Figure 1. M3 wires (run 1).
Bar = 10 um.
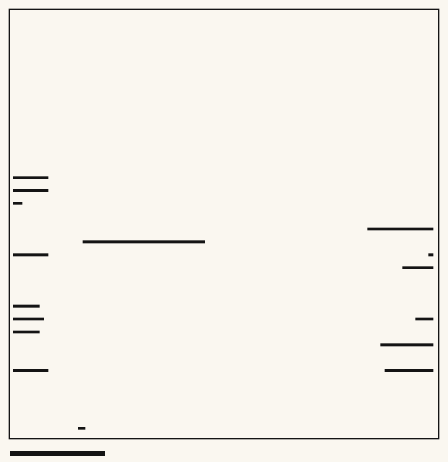
Figure 2. Cell outlines without signal wires (run 1).
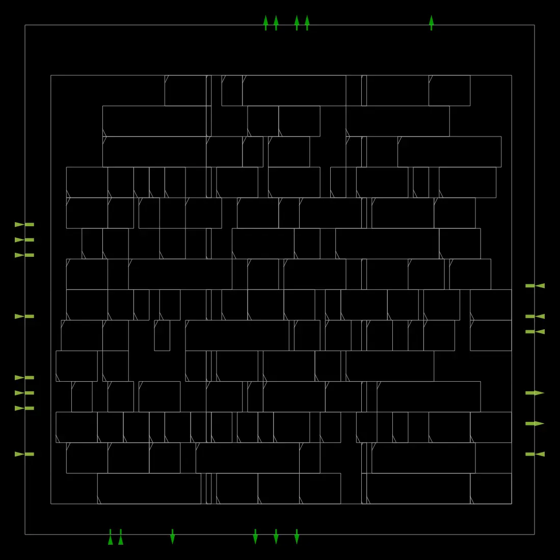
Figure 3. Wiring by layer (run 1).
Bar = 10 um.
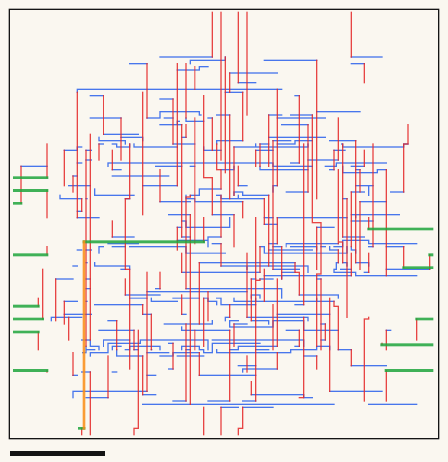
**config.mk**
```make
export PLATFORM = sky130hd
export DESIGN_NAME = bcd_countdown_timer
export DESIGN_NICKNAME = d
export VERILOG_FILES = /design/src/rtl/bcd_countdown_timer_pkg.sv /design/src/rtl/bcd_countdown_timer_digit_down.sv /design/src/rtl/bcd_countdown_timer.sv
export SDC_FILE = /design/constraint.sdc
export NUM_CORES = 1
export LEC_CHECK = 0
export CORE_MARGIN = 2
export CORE_UTILIZATION = 49
export DETAILED_ROUTE_END_ITERATION = 16
export PLACE_DENSITY_LB_ADDON = 0.15
export SLEW_MARGIN = 10
export SYNTH_ARGS = -nofsm -noshare
export SYNTH_HDL_FRONTEND = slang
export SYNTH_HIERARCHICAL = 1
export SYNTH_SLANG_ARGS = --single-unit
```
**constraint.sdc**
```tcl
create_clock -name clk -period 5 [get_ports clk]
set_input_delay 1.5 -clock clk [delete_from_list [all_inputs] [get_ports clk]]
set_output_delay 1.5 -clock clk [all_outputs]
set_load 0.01 [all_outputs]
```
**src/rtl/bcd_countdown_timer_pkg.sv**
```systemverilog
// Shared constants, state encoding and helpers for the BCD countdown timer.
package bcd_countdown_timer_pkg;

    localparam logic [3:0] BCD_MAX  = 4'd9;
    localparam logic [3:0] BCD_ZERO = 4'd0;

    typedef enum logic [1:0] {
        ST_IDLE    = 2'd0,
        ST_RUN     = 2'd1,
        ST_PAUSED  = 2'd2,
        ST_EXPIRED = 2'd3
    } state_t;

    function automatic logic bcd_digit_valid(input logic [3:0] d);
        return d <= BCD_MAX;
    endfunction

endpackage

```
**src/rtl/bcd_countdown_timer_digit_down.sv**
```systemverilog
// Single BCD digit with synchronous load and decrement-with-wrap (0 -> 9).
module bcd_digit_down
    import bcd_countdown_timer_pkg::*;
(
    input  logic       clk,
    input  logic       reset_n,
    input  logic       ld_i,
    input  logic [3:0] ld_val_i,
    input  logic       dec_i,
    output logic [3:0] q_o,
    output logic       is_zero_o
);

    logic [3:0] q_q;
    logic [3:0] q_d;

    always_comb begin
        q_d = q_q;
        if (ld_i) begin
            q_d = ld_val_i;
        end else if (dec_i) begin
            q_d = (q_q == BCD_ZERO) ? BCD_MAX : q_q - 4'd1;
        end
    end

    always_ff @(posedge clk or negedge reset_n) begin
        if (!reset_n) begin
            q_q <= BCD_ZERO;
        end else begin
            q_q <= q_d;
        end
    end

    assign q_o       = q_q;
    assign is_zero_o = (q_q == BCD_ZERO);

endmodule

```
**src/rtl/bcd_countdown_timer.sv**
```systemverilog
// Multi-digit BCD countdown timer: digit chain with borrow ripple plus run-control FSM.
//   state      | meaning
//   ST_IDLE    | loaded or reset, count held, waiting for start
//   ST_RUN     | ticks decrement the count
//   ST_PAUSED  | count frozen, ticks ignored, start resumes
//   ST_EXPIRED | count reached zero, held until the next load
module bcd_countdown_timer
    import bcd_countdown_timer_pkg::*;
#(
    parameter int DIGITS = 2
) (
    input  logic                  clk,
    input  logic                  reset_n,
    input  logic                  load_i,
    input  logic [4*DIGITS-1:0]   load_val_i,
    input  logic                  start_i,
    input  logic                  pause_i,
    input  logic                  tick_i,
    output logic [4*DIGITS-1:0]   cnt_o,
    output logic                  busy_o,
    output logic                  done_o,
    output logic                  err_o
);

    localparam int W = 4 * DIGITS;

    state_t            state_q, state_d;
    logic              busy_q, done_q, done_d, err_q, err_d;
    logic [DIGITS-1:0] dig_zero, dig_dec;
    logic [W-1:0]      dig_ld_val, cnt_w;
    logic              load_bad, cnt_zero, cnt_one, dec_en;

    always_comb begin
        load_bad = 1'b0;
        for (int k = 0; k < DIGITS; k++) begin
            if (!bcd_digit_valid(load_val_i[4*k +: 4])) load_bad = 1'b1;
        end
    end

    assign dig_ld_val = load_bad ? '0 : load_val_i;
    assign cnt_zero   = &dig_zero;
    assign cnt_one    = (cnt_w == W'(1));
    // The zero guard means the count can never wrap to all nines.
    assign dec_en     = (state_q == ST_RUN) && tick_i && !pause_i && !load_i && !cnt_zero;

    always_comb begin
        logic borrow;
        borrow  = dec_en;
        dig_dec = '0;
        for (int k = 0; k < DIGITS; k++) begin
            dig_dec[k] = borrow;
            borrow     = borrow & dig_zero[k];
        end
    end

    for (genvar g = 0; g < DIGITS; g++) begin : g_digit
        bcd_digit_down u_digit (
            .clk       (clk),
            .reset_n   (reset_n),
            .ld_i      (load_i),
            .ld_val_i  (dig_ld_val[4*g +: 4]),
            .dec_i     (dig_dec[g]),
            .q_o       (cnt_w[4*g +: 4]),
            .is_zero_o (dig_zero[g])
        );
    end

    always_comb begin
        state_d = state_q;
        done_d  = 1'b0;
        err_d   = err_q;
        if (load_i) begin
            state_d = ST_IDLE;
            err_d   = load_bad;
        end else begin
            case (state_q)
                ST_IDLE: begin
                    if (start_i) begin
                        if (cnt_zero) begin
                            state_d = ST_EXPIRED;
                            done_d  = 1'b1;
                        end else begin
                            state_d = ST_RUN;
                        end
                    end
                end
                ST_RUN: begin
                    if (pause_i) begin
                        state_d = ST_PAUSED;
                    end else if (dec_en && cnt_one) begin
                        state_d = ST_EXPIRED;
                        done_d  = 1'b1;
                    end
                end
                ST_PAUSED: begin
                    if (start_i && !pause_i) state_d = ST_RUN;
                end
                default: state_d = ST_EXPIRED;
            endcase
        end
    end

    always_ff @(posedge clk or negedge reset_n) begin
        if (!reset_n) begin
            state_q <= ST_IDLE;
            busy_q  <= 1'b0;
            done_q  <= 1'b0;
            err_q   <= 1'b0;
        end else begin
            state_q <= state_d;
            busy_q  <= (state_d == ST_RUN) || (state_d == ST_PAUSED);
            done_q  <= done_d;
            err_q   <= err_d;
        end
    end

    assign cnt_o  = cnt_w;
    assign busy_o = busy_q;
    assign done_o = done_q;
    assign err_o  = err_q;

endmodule

```
==> run_results.csv, run 1 <==
group,metric,value,unit
power,irDropWorstVdd,144,uV
yosys,yosys.stat.seqShare,0.390,
global_routing,largest_net_degree_at_the_start_of_global_routing,24,
power,switching_power_total,80.4,uW
power,p_leak,0.448,nW
worst_setup_path,startpoint_type,"primary input",
floorplanning,die_area,2050,um^2
place,place_congestion,0.811,
worst_setup_path,critPathMaxStageDelay,390,ps
yosys,edf_count,0,
power,internal-power,192,uW
worst_setup_path,reg2regPathDepth,7,
global_routing,first_global_vias,651,
sta,part_of_the_cycle_the_worst_path_needs,0.617,
cells_and_area,fin_util,0.724,
yosys,async_reset_ff_frac,1.00,
worst_hold_path,min_to,"err_o",
clocking,htree_levels,1,
yosys,synthFlopType,"dfrtp_1",
worst_hold_path,hold-path-cell-count,2,
global_routing,grt_first_pass_wirelength,2750,um
power,power_frac_clock,0.232,
worst_setup_path,worst-path-buf-inv,2,
sta,rsz_0062_raised_after_global_routing,"false",
floorplanning,top_level_ports,25,
clocking,ctsRootBufferMaster,"clkbuf_4",
floorplanning,initCoreUtil,0.535,
clocking,max-clock-path-buffers,2,
power,sequentialPowerShare,0.485,
sta,slew_of_the_pin_with_the_lowest_slew_margin,594,ps
worst_setup_path,peak_fanout_along_the_critical_path,23,
yosys,synth_flop_count,13,
outcome,run_status,"complete, no violations",
worst_setup_path,worst_r2r_endpoint,"g_digit[1].u_digit/q_o[2]",
yosys,syn-instance-count,82,
global_routing,grt-ovfl-total,0,
power,comb_power_share,0.283,
## Picture notes: Figure 1
nets with wire on the layer: 15
wire length on this layer: 57.0 um
final routed wirelength across all metal layers: 1620 um
via count: 709
met3 usage: 0.0240

## Picture notes: Figure 2
number of non-filler instances in the completed layout: 127
tap cell instance count: 16

## Picture notes: Figure 3
[orange] M4 | wire length: 19.7 um
[green] M3 | wire length: 57.0 um
[red] M2 | wire length: 813 um
[blue] M1 | wire length: 735 um
average wire per cell in the routed design: 12.8 um
global-route usage over all layers: 0.187

run 1: state kept, by name, summed over array words and instances, names as in the netlist:
| signal | cells |
|---|---|
| busy_o | 1 |
| g_digit.u_digit/q_o | 8 |
| done_o | 1 |
| state_q | 2 |
| err_o | 1 |
run 1: Yosys cell counts (3+ instances only):
cell type / number / share of area
a21oi_1: 4 / 0.024
and3_1: 8 / 0.060
dfrtp_1: 13 / 0.39
nand2_1: 7 / 0.031
nor2_1: 4 / 0.018
nor4b_2: 3 / 0.054
o21ai_0: 6 / 0.036
o21ai_1: 4 / 0.024
xnor2_1: 4 / 0.042
run 1: cell families (layout without fill, tap and decap cells):
kind of cell	Yosys count	in the layout	synth area share
mux	3	3	0.0420
xor+xnor	4	4	0.0420
buf+inv	2	31	0.00900
flops	13	13	0.390
compound gates	21	21	0.163
simple gates	39	39	0.354
run 1: worst max-delay path by stage:
| stage | start | end | slack (ps) | cells past startpoint |
|---|---|---|---|---|
| after floorplan | pause_i | g_digit[1].u_digit/q_o[2] | 2330 | 6 |
| after global placement | load_i | g_digit[1].u_digit/q_o[2] | 1680 | 8 |
| after detailed placement | load_i | g_digit[1].u_digit/q_o[2] | 1640 | 8 |
| after CTS | load_i | g_digit[1].u_digit/q_o[2] | 1930 | 8 |
| after global routing | load_i | g_digit[1].u_digit/q_o[2] | 1780 | 8 |
| final | load_i | g_digit[1].u_digit/q_o[2] | 1910 | 8 |
run 1: final cells by class:
cell class | instances | area, um^2 | share of cell area
Sequential cell | 13 | 325 | 0.288
Multi-Input combinational cell | 67 | 502 | 0.445
Timing Repair Buffer | 25 | 248 | 0.220
Tap cell | 16 | 20.0 | 0.0177
Inverter | 2 | 7.51 | 0.00665
Clock buffer | 4 | 26.3 | 0.0233
run 1: power by group through the flow:
stage	combinational, mW	clock, mW	sequential [mW]
after floorplan	0.0354	0	0.136
after global placement	0.0764	0	0.133
after detailed placement	0.0775	0	0.134
after CTS	0.0779	0.0668	0.132
after global routing	0.0844	0.0724	0.134
final	0.0771	0.0632	0.132
run 1: worst reg2reg max path, cell delays in order, from the launching register on:
cell	delay, ps
dfrtp_1	480
nor4_1	470
nand2_1	140
and3_4	200
and2_1	190
nor3b_2	170
mux2i_1	140
o21ai_0	80
run 1: metrics by stage:
step	total power [mW]	cell area, um^2	instances	setup slack, ps	hold slack (ps)
after floorplan	0.171	835	82	2330	565
after global placement	0.210	1100	123	1680	528
after detailed placement	0.211	1100	123	1640	538
after CTS	0.277	1130	127	1930	550
after global routing	0.291	1130	127	1780	568
final	0.272	1130	127	1910	547
run 1: layer usage:
layer  GRT usage  vias to the layer above  part of all wire
li1            -                      366                 -
met1       0.238                      325              0.45
met2       0.303                       16              0.50
met4       0.106                        0             0.012
met3      0.0240                        2             0.035
met5           0                        -                 0
Figure 4. Sizing map (run 1).
Bar = 10 um.
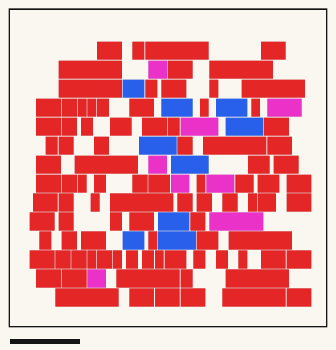

==> run 2, diff against run 1 <==
Settings changed: CORE_UTILIZATION 49 to 45.
Clock period 5 ns to 3 ns, I/O delays scaled along.
Figure 5. Sizing map (run 2).
Bar = 10 um.
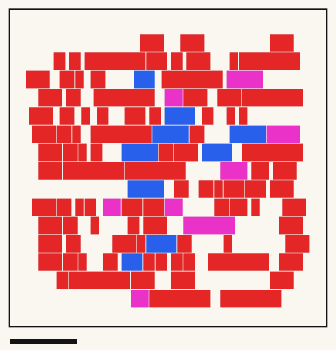
[blue] x2 | cells: 9 | share: 8.1% | most used: nor4b_2
[red] x1 and smaller | cells: 94 | share: 85% | most used: clkdlybuf4s50_1
[magenta] x3 and x4 | cells: 8 | share: 7.2% | most used: clkbuf_4
finished layout cell area: 1140 um^2
buffer count excluding the clock tree in the final layout: 25
area added between synthesis and finish: 36.6%
fin worst setup slack: 538 ps

==> run 2 against run 1 <==
Critical path type unchanged. Via count grew 3.5%. Critical path depth shrank 1. Die area grew 8.1%. Sequential power grew 67%. Highest routed layer unchanged. Wire length grew 9.1%. Largest power group unchanged. Largest cell class unchanged.
==> run_results.csv, run 2 <==
group,metric,value,unit
outcome,run_status,"complete, no violations",
clocking,post_cts.resized_instances,0,
global_routing,gr-usage-all-layers,0.184,
yosys,synthesis.area_per_instance,10.2,um^2
yosys,yosysTopAreaCellShare,0.390,
floorplanning,top_level_ports,25,
cells_and_area,layout.cells.most_common,"clkdlybuf4s50_1",
sta,rsz_0062_raised_after_global_routing,"false",
yosys,synthFlopType,"dfrtp_1",
power,irDropWorstVdd,285,uV
yosys,edf_count,0,
drt,routed_wirelength,1770,um
global_routing,largest_net_degree_at_the_start_of_global_routing,23,
clocking,ctsRootBufferMaster,"clkbuf_4",
yosys,yosys.stat.seqShare,0.390,
floorplanning,floorplan.rows,15,
worst_setup_path,startpoint_type,"primary input",
place,dp_worst_setup_slack,253,ps
yosys,synthTopCellsByCount,"dfrtp_1 (13), and3_1 (8), nand2_1 (7)",
power,p_leak,0.448,nW
power,internal-power,320,uW
yosys,yosys.cell_count.top_type,"dfrtp_1",
cells_and_area,largest_register_ffs,8,
drt,detail_route.wl_per_cell,13.0,um
worst_setup_path,worst-path-buf-inv,1,
worst_hold_path,hold_class,"flop to flop",
power,switching_power_total,139,uW
worst_setup_path,critPathMaxStageDelay,500,ps
worst_setup_path,end_kind,"flop",
yosys,number_of_synthesis_warnings,6,
sta,slew_headroom,0.594,
drt,dr_total_vias,734,
floorplanning,dieWidth,47.1,um
global_routing,initial_antenna_violation_count,0,
sta,timing.final.hold_violations,0,
floorplanning,die_area,2220,um^2
worst_setup_path,worstPathArrival,2620,ps
global_routing,grt-ovfl-total,0,
yosys,synth_flop_count,13,
yosys,largest_area_cell,"dfrtp_1",
clocking,htree_levels,1,
power,sequentialPowerShare,0.480,
place,place_congestion,0.812,
place,dp_hpwl,1320,um
sta,slew_of_the_pin_with_the_lowest_slew_margin,608,ps
yosys,syn-instance-count,82,
yosys,area_leaders,"dfrtp_1 (39%), and3_1 (6.0%), nor4b_2 (5.4%)",
cells_and_area,fin_util,0.660,
clocking,max-clock-path-buffers,2,
power,comb_power_share,0.281,
floorplanning,initCoreUtil,0.483,
yosys,async_reset_ff_frac,1.00,
sta,part_of_the_cycle_the_worst_path_needs,0.821,
sta,final_max_slew_viol_count,0,
power,power_frac_clock,0.239,
global_routing,grt_first_pass_wirelength,2770,um
floorplanning,core_area,1730,um^2
worst_setup_path,peak_fanout_along_the_critical_path,7,
global_routing,first_global_vias,645,
[run 2: cell counts after synthesis]
Identical to the previous run, type by type.
[run 2: logic make-up after synthesis]
family / after synthesis / share of synthesized area
compound gates: 21 / 0.163
xor+xnor: 4 / 0.0420
buf+inv: 2 / 0.00900
flops: 13 / 0.390
mux: 3 / 0.0420
simple gates: 39 / 0.354
[run 2: power by group through the flow]
stage,Combinational (mW),Sequential (mW),Clock [mW]
after floorplan,0.0590,0.226,0
after global placement,0.128,0.223,0
after detailed placement,0.129,0.224,0
after CTS,0.130,0.220,0.114
after global routing,0.141,0.224,0.122
final,0.129,0.221,0.110
[run 2: area by class of cell]
cell class,count,area (um^2)
fillers,161,587
multi-input cells,67,502
flip-flops and latches,13,325
repair buffers,25,248
well taps,25,31.3
clock buffers,4,26.3
inverters,2,7.51
[run 2: tightest hold or removal path, stage by stage (launching register included)]
cell and delay [ps]:
dfrtp_1 390, nor2_1 80, a31oi_1 40
[run 2: per-layer routing]
layer  track usage  routed length [um]
met3        0.0346                  78
met4         0.100                  12
met1         0.231                 813
met5             0                   0
met2         0.299                 866
[run 2: path summary, 6_finish.rpt]
check,startpoint,endpoint,slack (ps),cells past startpoint
worst max-delay path,pause_i,g_digit[1].u_digit/q_o[2],540,7
worst max register to register,g_digit[0].u_digit/q_o[2],g_digit[1].u_digit/q_o[2],1010,7
worst min-delay path,err_o,err_o,550,2
worst min register to register,err_o,err_o,550,2
min in group asynchronous,reset_n,g_digit[1].u_digit/q_o[1],1000,1
max in group asynchronous,reset_n,g_digit[0].u_digit/q_o[2],1610,1
[run 2: per-stage QoR]
stage / instances / hold WS [ps] / power, mW / area, um^2
global route: 136 / 563 / 0.487 / 1140
floorplan: 82 / 565 / 0.285 / 835
finish: 136 / 546 / 0.459 / 1140
detailed placement: 132 / 532 / 0.353 / 1110
global placement: 132 / 530 / 0.350 / 1110
CTS: 136 / 547 / 0.465 / 1140
Figure 6. M3 wires (run 2).
Bar = 10 um.
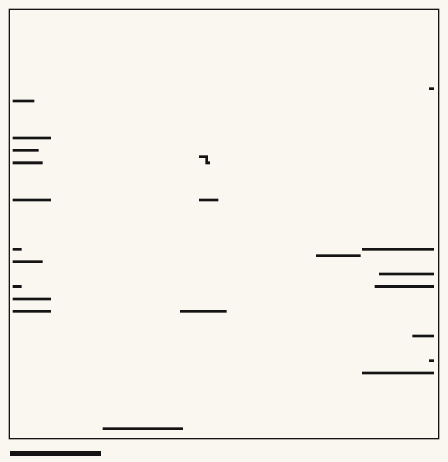

==> run 3, diff against run 2 <==
Settings changed: CORE_UTILIZATION 45 to 41.
Clock period 3 ns to 2.11 ns, I/O delays scaled along.
Figure 7. M3 wires (run 3).
Bar = 10 um.
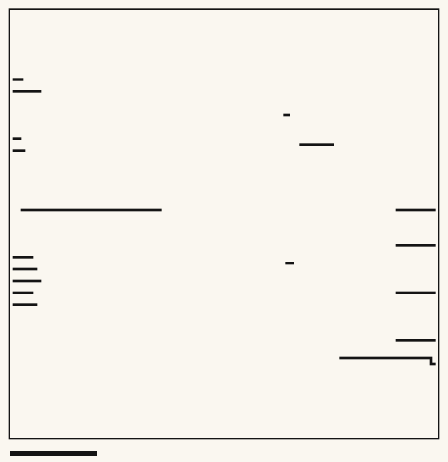
longest straight run: 15.9 um
nets with wire on the layer: 16
wire length on this layer: 67.2 um
share of all routed wire: 3.5%
via count: 783
final routed wirelength across all metal layers: 1930 um
met3 usage: 0.0337

==> run 3 against run 2 <==
Die area is 8.9% higher. Sequential share of layout area decreased by 2.9 points. First-iteration DRC count is the same. Final cell count increased by 13%. Synthesized cell count is the same. Largest cell class unchanged. Core utilization down 0.68 points.
==> run_results.csv, run 3 <==
group,metric,value,unit
yosys,largest_area_cell,"dfrtp_1",
place,place_congestion,0.819,
drt,dr_wl_met3,67,um
cells_and_area,layout.cells.most_common,"clkdlybuf4s50_1",
clocking,ctsRootBufferMaster,"clkbuf_4",
floorplanning,dieWidth,49.1,um
worst_hold_path,hold_sp,"err_o",
power,comb_power_share,0.351,
power,sequentialPowerShare,0.416,
power,switching_power_total,215,uW
global_routing,initial_antenna_violation_count,0,
worst_setup_path,rr_startpoint,"g_digit[1].u_digit/q_o[2]",
global_routing,grt_first_pass_wirelength,3490,um
floorplanning,initCoreUtil,0.430,
sta,clock_skew,3.14,ps
worst_setup_path,ff2ff_setup_slack,250,ps
worst_setup_path,worst_r2r_endpoint,"busy_o",
sta,whs,548,ps
drt,met2RoutedLength,941,um
power,irDropWorstVdd,357,uV
worst_hold_path,min_to,"err_o",
global_routing,gr-usage-all-layers,0.187,
worst_setup_path,end_kind,"flop",
yosys,synthTopCellsByCount,"dfrtp_1 (13), and3_1 (8), nand2_1 (7)",
yosys,yosys.stat.seqShare,0.390,
power,internal-power,482,uW
sta,part_of_the_cycle_the_worst_path_needs,0.940,
cells_and_area,largest_register_ffs,8,
yosys,synthesis.area_per_instance,10.2,um^2
worst_hold_path,hold_class,"flop to flop",
global_routing,first_global_vias,803,
clocking,htree_levels,1,
place,dp_hpwl,1500,um
drt,top_sig_layer,"met4",
floorplanning,floorplan.rows,16,
sta,final_max_slew_viol_count,0,
outcome,run_status,"complete, no violations",
clocking,max-clock-path-buffers,2,
yosys,area_leaders,"dfrtp_1 (39%), and3_1 (6.0%), nor4b_2 (5.4%)",
global_routing,grt-ovfl-total,0,
drt,detail_route.wl_per_cell,12.5,um
power,power_frac_clock,0.233,
sta,rsz_0062_raised_after_global_routing,"false",
yosys,yosys.cell_count.top_type,"dfrtp_1",
yosys,yosysTopAreaCellShare,0.390,
worst_setup_path,peak_fanout_along_the_critical_path,4,
floorplanning,core_area,1940,um^2
floorplanning,die_area,2410,um^2
yosys,edf_count,0,
sta,max_freq,0.504,GHz
sta,slew_of_the_pin_with_the_lowest_slew_margin,430,ps
floorplanning,top_level_ports,25,
cells_and_area,fillers,172,
global_routing,largest_net_degree_at_the_start_of_global_routing,23,
power,p_leak,0.535,nW
sta,timing.final.hold_violations,0,
yosys,async_reset_ff_frac,1.00,
worst_setup_path,reg2regPathDepth,6,
yosys,synth_flop_count,13,
==> run 3: cell counts after synthesis <==
No cell type changed its count.
==> run 3: metrics by stage <==
step           cells  cell area, um^2  utilization  power [mW]  setup WS, ps
2_1_floorplan     82              835            -       0.405           296
3_3_place_gp     150             1240        0.637       0.536          -156
3_5_place_dp     150             1240        0.637       0.541          -174
4_1_cts          154             1260        0.651       0.707           113
5_1_grt          154             1270        0.653       0.744          61.8
6_report         154             1270        0.653       0.697           126
==> run 3: area by class of cell <==
cell class              count  area, um^2  area share
inverters                   2        7.51     0.00592
flip-flops and latches     13         325       0.256
repair buffers             41         368       0.290
multi-input cells          67         507       0.399
well taps                  27        33.8      0.0266
clock inverters             1        5.00     0.00394
clock buffers               3        22.5      0.0178
==> run 3: worst max path at each step <==
stage,to,slack (ps),cells after the start
after floorplan,g_digit[1].u_digit/q_o[2],300,7
after global placement,g_digit[1].u_digit/q_o[2],-160,7
after detailed placement,g_digit[1].u_digit/q_o[2],-170,7
after CTS,cnt_o[6],110,2
after global routing,g_digit[1].u_digit/q_o[2],60,7
final,busy_o,130,6
==> run 3: what timing repair did <==
| action | CTS | global route |
|---|---|---|
| endpoints found under the setup margin | 0 | 1 |
| gates resized | 0 | 1 |
| setup buffers | 0 | 0 |
| hold buffers | 0 | 0 |
==> run 3: power groups by stage <==
stage | logic [mW] | clock network [mW] | registers [mW]
after floorplan | 0.0839 | 0 | 0.321
after global placement | 0.242 | 0 | 0.294
after detailed placement | 0.245 | 0 | 0.295
after CTS | 0.246 | 0.170 | 0.290
after global routing | 0.269 | 0.181 | 0.294
final | 0.245 | 0.163 | 0.290
==> run 3: logic make-up (layout without fill, tap and decap cells) <==
logic type / Yosys count / after routing / share of synthesized area
AND-OR/OR-AND: 21 / 21 / 0.163
XOR/XNOR: 4 / 4 / 0.0420
buffers and inverters: 2 / 47 / 0.00900
flip-flops: 13 / 13 / 0.390
multiplexers: 3 / 3 / 0.0420
AND/OR/NAND/NOR: 39 / 39 / 0.354
==> run 3: per-layer routing <==
layer  global-route usage  up-vias
met2                0.313       18
met3               0.0337        4
li1                     -      398
met4               0.0762        0
met1                0.235      363
met5                    0        -
==> run 3: worst max-delay path, cell delays in order <==
cell,delay [ps]
clkdlybuf4s50_1,440
buf_4,160
nor4bb_1,280
a211oi_1,100
a31oi_2,220
mux2_4,320

==> screenshots <==
Pin placement.
Bar = 10 um. Pins as bars across the die edge, other pins in grey.
Plate I
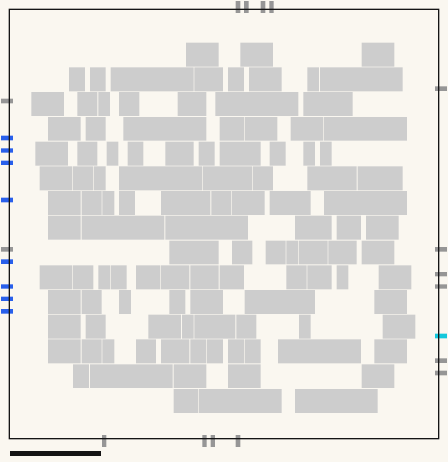
Plate II
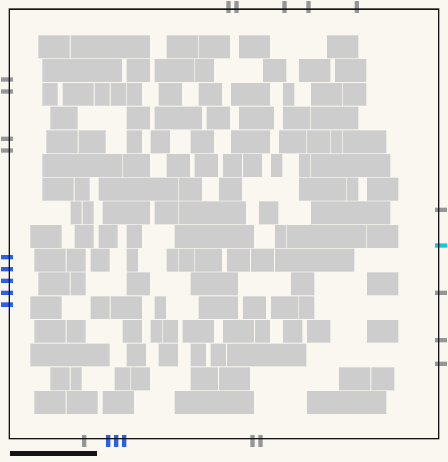
Plate III
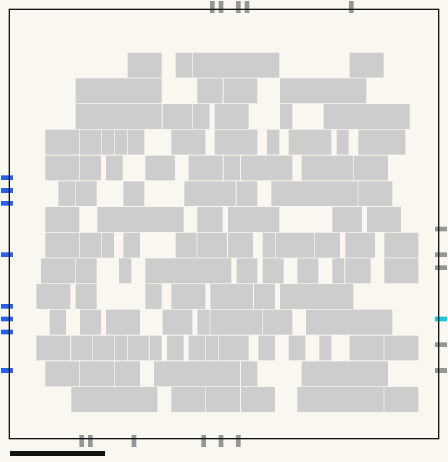
- Plate III = run 1
- Plate II = run 3
- Plate I = run 2

Power is estimated from default activity; no workload was simulated.
